Figure 1. Placement by cell class.
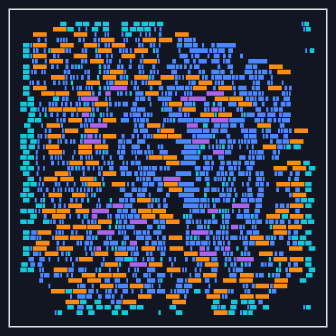
Figure 2. Routed metal per tile.
The die is cut into 32 by 32 equal tiles; dark blue is low, red is high, scaled to the fullest tile. Values are wire area over tile area, all layers added.
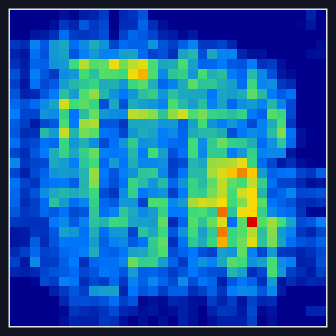
Figure 3. Signal wires on met4.
Cells faint in the background.
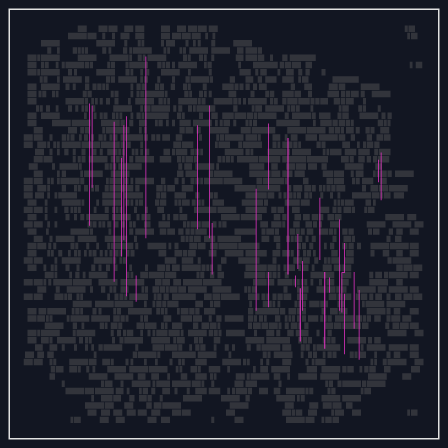
Figure 4. Clock nets.
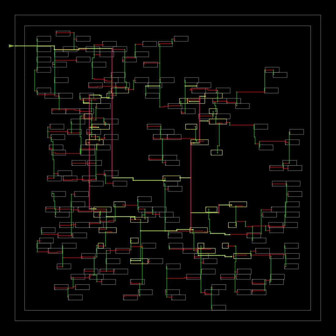
`src/rtl/stereo_channel_mixer.sv`:
```
// Serial N-channel stereo mixer: per-channel pan, master attenuation, global L/R swap, saturation.
// Optional peak meter enabled by defining MIXER_PEAK_METER_EN.
module stereo_channel_mixer #(
  parameter int unsigned N_CH       = 4,
  parameter int unsigned SAMPLE_W   = 16,
  parameter int unsigned CH_IDX_W   = 2,
  parameter int unsigned ATT_MAX    = 7,
  parameter int unsigned PEAK_DECAY = 1024
) (
  input  logic                     clk_100,
  input  logic                     reset_n,
  input  logic                     in_ready,
  input  logic [N_CH*SAMPLE_W-1:0] samples_in,
  input  logic [CH_IDX_W-1:0]      sel_ch,
  input  logic                     pan_next,
  input  logic                     att_next,
  input  logic                     swap,
  output logic [SAMPLE_W-1:0]      out_l,
  output logic [SAMPLE_W-1:0]      out_r,
  output logic                     out_ready,
  output logic                     busy,
  output logic [7:0]               overrun_cnt,
  output logic [2*N_CH-1:0]        pan_state,
  output logic [3:0]               peak_l,
  output logic [3:0]               peak_r
);

  localparam int unsigned ACC_W = SAMPLE_W + CH_IDX_W + 1;
  localparam int unsigned ATT_W = (ATT_MAX < 2) ? 1 : $clog2(ATT_MAX + 1);
  localparam logic signed [ACC_W-1:0] SAT_MAX = ACC_W'({1'b0, {(SAMPLE_W-1){1'b1}}});
  localparam logic signed [ACC_W-1:0] SAT_MIN = ~SAT_MAX;

  if (N_CH < 1 || SAMPLE_W < 5 || PEAK_DECAY < 1 || (2**CH_IDX_W) < N_CH) begin : g_param_check
    $error("stereo_channel_mixer: invalid parameter combination");
  end

  typedef enum logic [1:0] {IDLE, ACCUM, SAT, DONE} state_t;
  state_t state, state_nx;

  logic [2*N_CH-1:0]        pan_q;
  logic [ATT_W-1:0]         att_q;
  logic                     swap_q;
  logic [N_CH*SAMPLE_W-1:0] snap_s;
  logic [2*N_CH-1:0]        snap_pan;
  logic [ATT_W-1:0]         snap_att;
  logic                     snap_swap;
  logic [CH_IDX_W-1:0]      idx;
  logic signed [ACC_W-1:0]  acc_l, acc_r;

  logic [SAMPLE_W-1:0]      cur;
  logic [1:0]               cur_pan;
  logic signed [ACC_W-1:0]  cur_ext;
  logic signed [ACC_W-1:0]  sh_l, sh_r;
  logic [SAMPLE_W-1:0]      sat_l, sat_r;

  function automatic logic [SAMPLE_W-1:0] clamp(input logic signed [ACC_W-1:0] v);
    if (v > SAT_MAX)      return SAT_MAX[SAMPLE_W-1:0];
    else if (v < SAT_MIN) return SAT_MIN[SAMPLE_W-1:0];
    else                  return v[SAMPLE_W-1:0];
  endfunction

  always_comb begin
    state_nx = state;
    case (state)
      IDLE:    if (in_ready) state_nx = ACCUM;
      ACCUM:   if (idx == CH_IDX_W'(N_CH - 1)) state_nx = SAT;
      SAT:     state_nx = DONE;
      DONE:    state_nx = IDLE;
      default: state_nx = IDLE;
    endcase
  end

  always_comb begin
    cur     = '0;
    cur_pan = '0;
    for (int unsigned i = 0; i < N_CH; i++) begin
      if (idx == CH_IDX_W'(i)) begin
        cur     = snap_s[i*SAMPLE_W +: SAMPLE_W];
        cur_pan = snap_pan[2*i +: 2];
      end
    end
    cur_ext = {{(ACC_W-SAMPLE_W){cur[SAMPLE_W-1]}}, cur};
    sh_l    = acc_l >>> snap_att;
    sh_r    = acc_r >>> snap_att;
    sat_l   = clamp(sh_l);
    sat_r   = clamp(sh_r);
  end

  always_ff @(posedge clk_100) begin
    if (!reset_n) begin
      state       <= IDLE;
      pan_q       <= '0;
      att_q       <= '0;
      swap_q      <= 1'b0;
      snap_s      <= '0;
      snap_pan    <= '0;
      snap_att    <= '0;
      snap_swap   <= 1'b0;
      idx         <= '0;
      acc_l       <= '0;
      acc_r       <= '0;
      out_l       <= '0;
      out_r       <= '0;
      overrun_cnt <= '0;
    end else begin
      state <= state_nx;
      // Pan codes advance BOTH->LEFT->RIGHT->MUTE by plain 2-bit increment
      for (int unsigned i = 0; i < N_CH; i++) begin
        if (pan_next && sel_ch == CH_IDX_W'(i))
          pan_q[2*i +: 2] <= pan_q[2*i +: 2] + 2'd1;
      end
      if (att_next)
        att_q <= (att_q == ATT_W'(ATT_MAX)) ? '0 : att_q + 1'b1;
      if (swap)
        swap_q <= ~swap_q;
      if (in_ready && state != IDLE && overrun_cnt != 8'hFF)
        overrun_cnt <= overrun_cnt + 8'd1;

      case (state)
        IDLE: begin
          if (in_ready) begin
            snap_s    <= samples_in;
            snap_pan  <= pan_q;
            snap_att  <= att_q;
            snap_swap <= swap_q;
            acc_l     <= '0;
            acc_r     <= '0;
            idx       <= '0;
          end
        end
        ACCUM: begin
          if (!cur_pan[1]) acc_l <= acc_l + cur_ext;
          if (!cur_pan[0]) acc_r <= acc_r + cur_ext;
          idx <= idx + 1'b1;
        end
        SAT: begin
          out_l <= snap_swap ? sat_r : sat_l;
          out_r <= snap_swap ? sat_l : sat_r;
        end
        default: ;
      endcase
    end
  end

  assign out_ready = (state == DONE);
  assign busy      = (state != IDLE);
  assign pan_state = pan_q;

`ifdef MIXER_PEAK_METER_EN
  localparam int unsigned DEC_W = (PEAK_DECAY < 2) ? 1 : $clog2(PEAK_DECAY);

  logic [3:0]       pk_q [2];
  logic [DEC_W-1:0] dc_q [2];
  logic [3:0]       lv   [2];

  function automatic logic [3:0] level(input logic [SAMPLE_W-1:0] v);
    logic [SAMPLE_W-1:0] a;
    if (v == {1'b1, {(SAMPLE_W-1){1'b0}}}) a = {1'b0, {(SAMPLE_W-1){1'b1}}};
    else if (v[SAMPLE_W-1])                a = -v;
    else                                   a = v;
    return a[SAMPLE_W-2 -: 4];
  endfunction

  assign lv[0] = level(out_l);
  assign lv[1] = level(out_r);

  // Decay counter restarts whenever a new peak is captured
  always_ff @(posedge clk_100) begin
    if (!reset_n) begin
      for (int unsigned s = 0; s < 2; s++) begin
        pk_q[s] <= '0;
        dc_q[s] <= '0;
      end
    end else if (state == DONE) begin
      for (int unsigned s = 0; s < 2; s++) begin
        if (lv[s] > pk_q[s]) begin
          pk_q[s] <= lv[s];
          dc_q[s] <= '0;
        end else if (dc_q[s] == DEC_W'(PEAK_DECAY - 1)) begin
          dc_q[s] <= '0;
          if (pk_q[s] != 4'd0) pk_q[s] <= pk_q[s] - 4'd1;
        end else begin
          dc_q[s] <= dc_q[s] + 1'b1;
        end
      end
    end
  end

  assign peak_l = pk_q[0];
  assign peak_r = pk_q[1];
`else
  assign peak_l = '0;
  assign peak_r = '0;
`endif

endmodule

```
`config.mk`:
```
export PLATFORM = sky130hd
export DESIGN_NAME = stereo_channel_mixer
export DESIGN_NICKNAME = d
export VERILOG_FILES = /design/src/rtl/stereo_channel_mixer.sv
export SDC_FILE = /design/constraint.sdc
export NUM_CORES = 1
export LEC_CHECK = 0
export CAP_MARGIN = 10
export CORE_MARGIN = 5
export CORE_UTILIZATION = 45
export DETAILED_ROUTE_END_ITERATION = 6
export GPL_ROUTABILITY_DRIVEN = 0
export GPL_TIMING_DRIVEN = 0
export PLACE_DENSITY = 0.65
export SYNTH_ARGS = -nofsm -noshare
export SYNTH_HDL_FRONTEND = slang
export SYNTH_SLANG_ARGS = --single-unit
export TNS_END_PERCENT = 10
```
`constraint.sdc`:
```
create_clock -name clk_100 -period 6.7 [get_ports clk_100]
set_input_delay 1.34 -clock clk_100 [delete_from_list [all_inputs] [get_ports clk_100]]
set_output_delay 1.34 -clock clk_100 [all_outputs]
set_load 0.01 [all_outputs]
```
==> results.toml <==
# generated from flow reports
[layout]
fillers = 2198
multiInputGateArea_um2 = 6340
antenna_cells = 0
syn2layout_area_growth_pct = 21.3

[worst_setup_path]
path_cells = "ha_1 -> clkbuf_1 -> clkbuf_1 -> clkbuf_1 -> a21oi_1 -> nor2_1 -> a21oi_1 -> o21ai_0 -> ha_1 -> nor3_1 -> nor2_1 -> o21a_1 -> a2111oi_4 -> o211ai_2 -> and3_1 -> or4_1 -> o311ai_1"
start_kind = "flop"
crit_buf_inv = 3
cp_common_cell = "clkbuf_1"
r2r_end = "acc_r[18]"

[clock_network]
ctsHoldBuffers = 0
cts_setup_buffers = 0
htreeDepth = 4
cts_sinks = 170

[sta]
tightest_slew_ns = 0.897
hold_viol_final = 0
slew_headroom_pct = 39.6
rsz0062_at_grt = "false"
fin_crit_sh_pct = 73.0

[power_and_ir_drop]
p_sw_mw = 1.47
pwr-share-clk_pct = 27.5
max-vdd-ir-drop_v = 0.000162
p_int_mw = 2.16
p_per_area_nw_per_um2 = 292

[synthesis]
synthAdderAreaFrac_pct = 6.51
most_common_cell = "nand2_1"
top_cells_by_count = "nand2_1, a21oi_1, dfxtp_1, nor2_1, clkbuf_1"
compound_area_share_pct = 24.0
synth_top_area_share_pct = 33.3
ys_sh_xor_pct = 3.68
synth_warnings = 0
yosysCellCount = 1316
synth-seq-cells = 170
ys_chip_area_um2 = 10200
yosys.area.top_type = "dfxtp_1"
logic_family = "AND-OR/OR-AND gates"
top_cells_by_area = "dfxtp_1, nand2_1, a21oi_1"

[global_routing]
grt_start_max_net_pins = 20
grt-ovfl-total = 0
grt_pass1_wl_um = 48200

[floorplan]
die_w_um = 161
dieArea_um2 = 25800

[job]
maxCapViolations = 0

[drt]
via_per_inst = 5.61

[status]
status = "finished, final reports clean"
Back to the opening pictures, Figure 1:
Blue stands for remaining logic cells, cells 1,057, share of their area 53%. Orange stands for registers, cells 170, share of their area 28%. Purple stands for clock drivers and dummy loads, cells 32, share of their area 5.0%. Cyan stands for remaining buffers and delay cells, cells 216, share of their area 14%.
Seq area share: 27.4%
CORE AREA: 22,500 um2
# rows: 55
Finished Core Util: 55.1%

Back to the opening pictures, Figure 2:
15% of the tiles are nearly empty. The fullest tile reaches 0.78. The densest ninth of the die: centre. The emptiest ninth of the die: upper right. The mean over all tiles is 0.19. 10% of the tiles are over half the peak.
Avg WL per Cell: 17.0 um
via count: 9,880
GRT Total Usage: 22.7%
WL final: 29,900 um

Back to the opening pictures, Figure 3:
The wires run mostly vertical. 25 nets have wire on it. The layer carries 870 um of wire. The layer holds 2.9% of the routed length.

Back to the opening pictures, Figure 4:
flop count: 170
CTS Buf Count: 17
Clock Latency Late Sink: 0.44 ns
Clk power: 0.998 mW

-- worst register-to-register path: cells and delay by family, from the launching register on --
kind | cells | cell delay [ns]
AND-OR/OR-AND | 7 | 1.75
flip-flops | 1 | 0.40
buffers and inverters | 3 | 1.09
adder cells (fa/ha/maj) | 2 | 0.58
AND/OR/NAND/NOR | 5 | 1.00
-- logic make-up (layout without fill, tap and decap cells) --
group,count (synthesis),after routing
compound gates,399,399
other cells,1,8
simple gates,487,487
buf+inv,117,269
xor+xnor,43,43
fa+ha+maj,52,52
flops,170,170
mux,47,47
-- worst min path at each step --
stage / from / end / cells after the start
finish: snap_s[13] / snap_s[13] / 2
global route: snap_s[29] / snap_s[29] / 2
CTS: snap_s[13] / snap_s[13] / 2
detailed placement: snap_s[13] / snap_s[13] / 2
global placement: snap_s[19] / snap_s[19] / 2
floorplan: snap_pan[0] / snap_pan[0] / 2
-- per-layer routing --
metal / wire length [um] / vias to the layer above / track usage (%)
li1: - / 4915 / -
met1: 13200 / 4561 / 29.9
met2: 13900 / 339 / 37.3
met3: 1920 / 65 / 4.18
met4: 869 / 0 / 8.49
met5: 0 / - / 0
-- power by group through the flow --
| stage | Combinational (mW) | Clock [mW] | Sequential, mW |
|---|---|---|---|
| 5_1_grt | 1.54 | 1.06 | 1.24 |
| 3_3_place_gp | 1.36 | 0 | 1.24 |
| 2_1_floorplan | 0.926 | 0 | 1.23 |
| 4_1_cts | 1.39 | 1.01 | 1.22 |
| 6_report | 1.40 | 0.998 | 1.22 |
| 3_5_place_dp | 1.38 | 0 | 1.24 |
-- flip-flops by register name (all words and copies together), names as in the netlist --
register and cells:
state 2, idx 2, overrun_cnt 8, out_l 16, out_r 16, pan_state 8
snap_s 64, acc_r 19, snap_swap 1, snap_att 3, swap_q 1, acc_l 19
snap_pan 8, att_q 3
-- area by class of cell --
cell class	instances	share of cell area, %
buffer	96	3.47
clock buffer	17	3.43
clock inverter	15	1.39
inverter	21	0.635
multi-input combinational	1036	51.1
sequential	170	27.4
tap	285	2.87
timing repair buffer	120	9.68
-- cells in the final DEF, fill, tap and decap left out, types with 16 or more instances in the layout --
| cell type | synthesis | layout |
|---|---|---|
| clkbuf_1 | 53 | 53 |
| inv_1 | 16 | 16 |
| dfxtp_1 | 170 | 170 |
| a21o_1 | 20 | 20 |
| a21oi_1 | 198 | 198 |
| xor2_1 | 23 | 23 |
| mux2i_1 | 22 | 22 |
| clkbuf_16 | 0 | 17 |
| o21ai_0 | 46 | 46 |
| nand3_1 | 29 | 29 |
| buf_1 | 21 | 21 |
| nor2_1 | 109 | 109 |
| clkdlybuf4s50_1 | 0 | 120 |
| mux4_2 | 16 | 16 |
| xnor2_1 | 20 | 20 |
| nand3b_1 | 31 | 31 |
| nand2_1 | 267 | 267 |
| o21ai_1 | 27 | 27 |
| ha_1 | 50 | 50 |
No activity file was given, so power comes from the tool's default toggle rates.
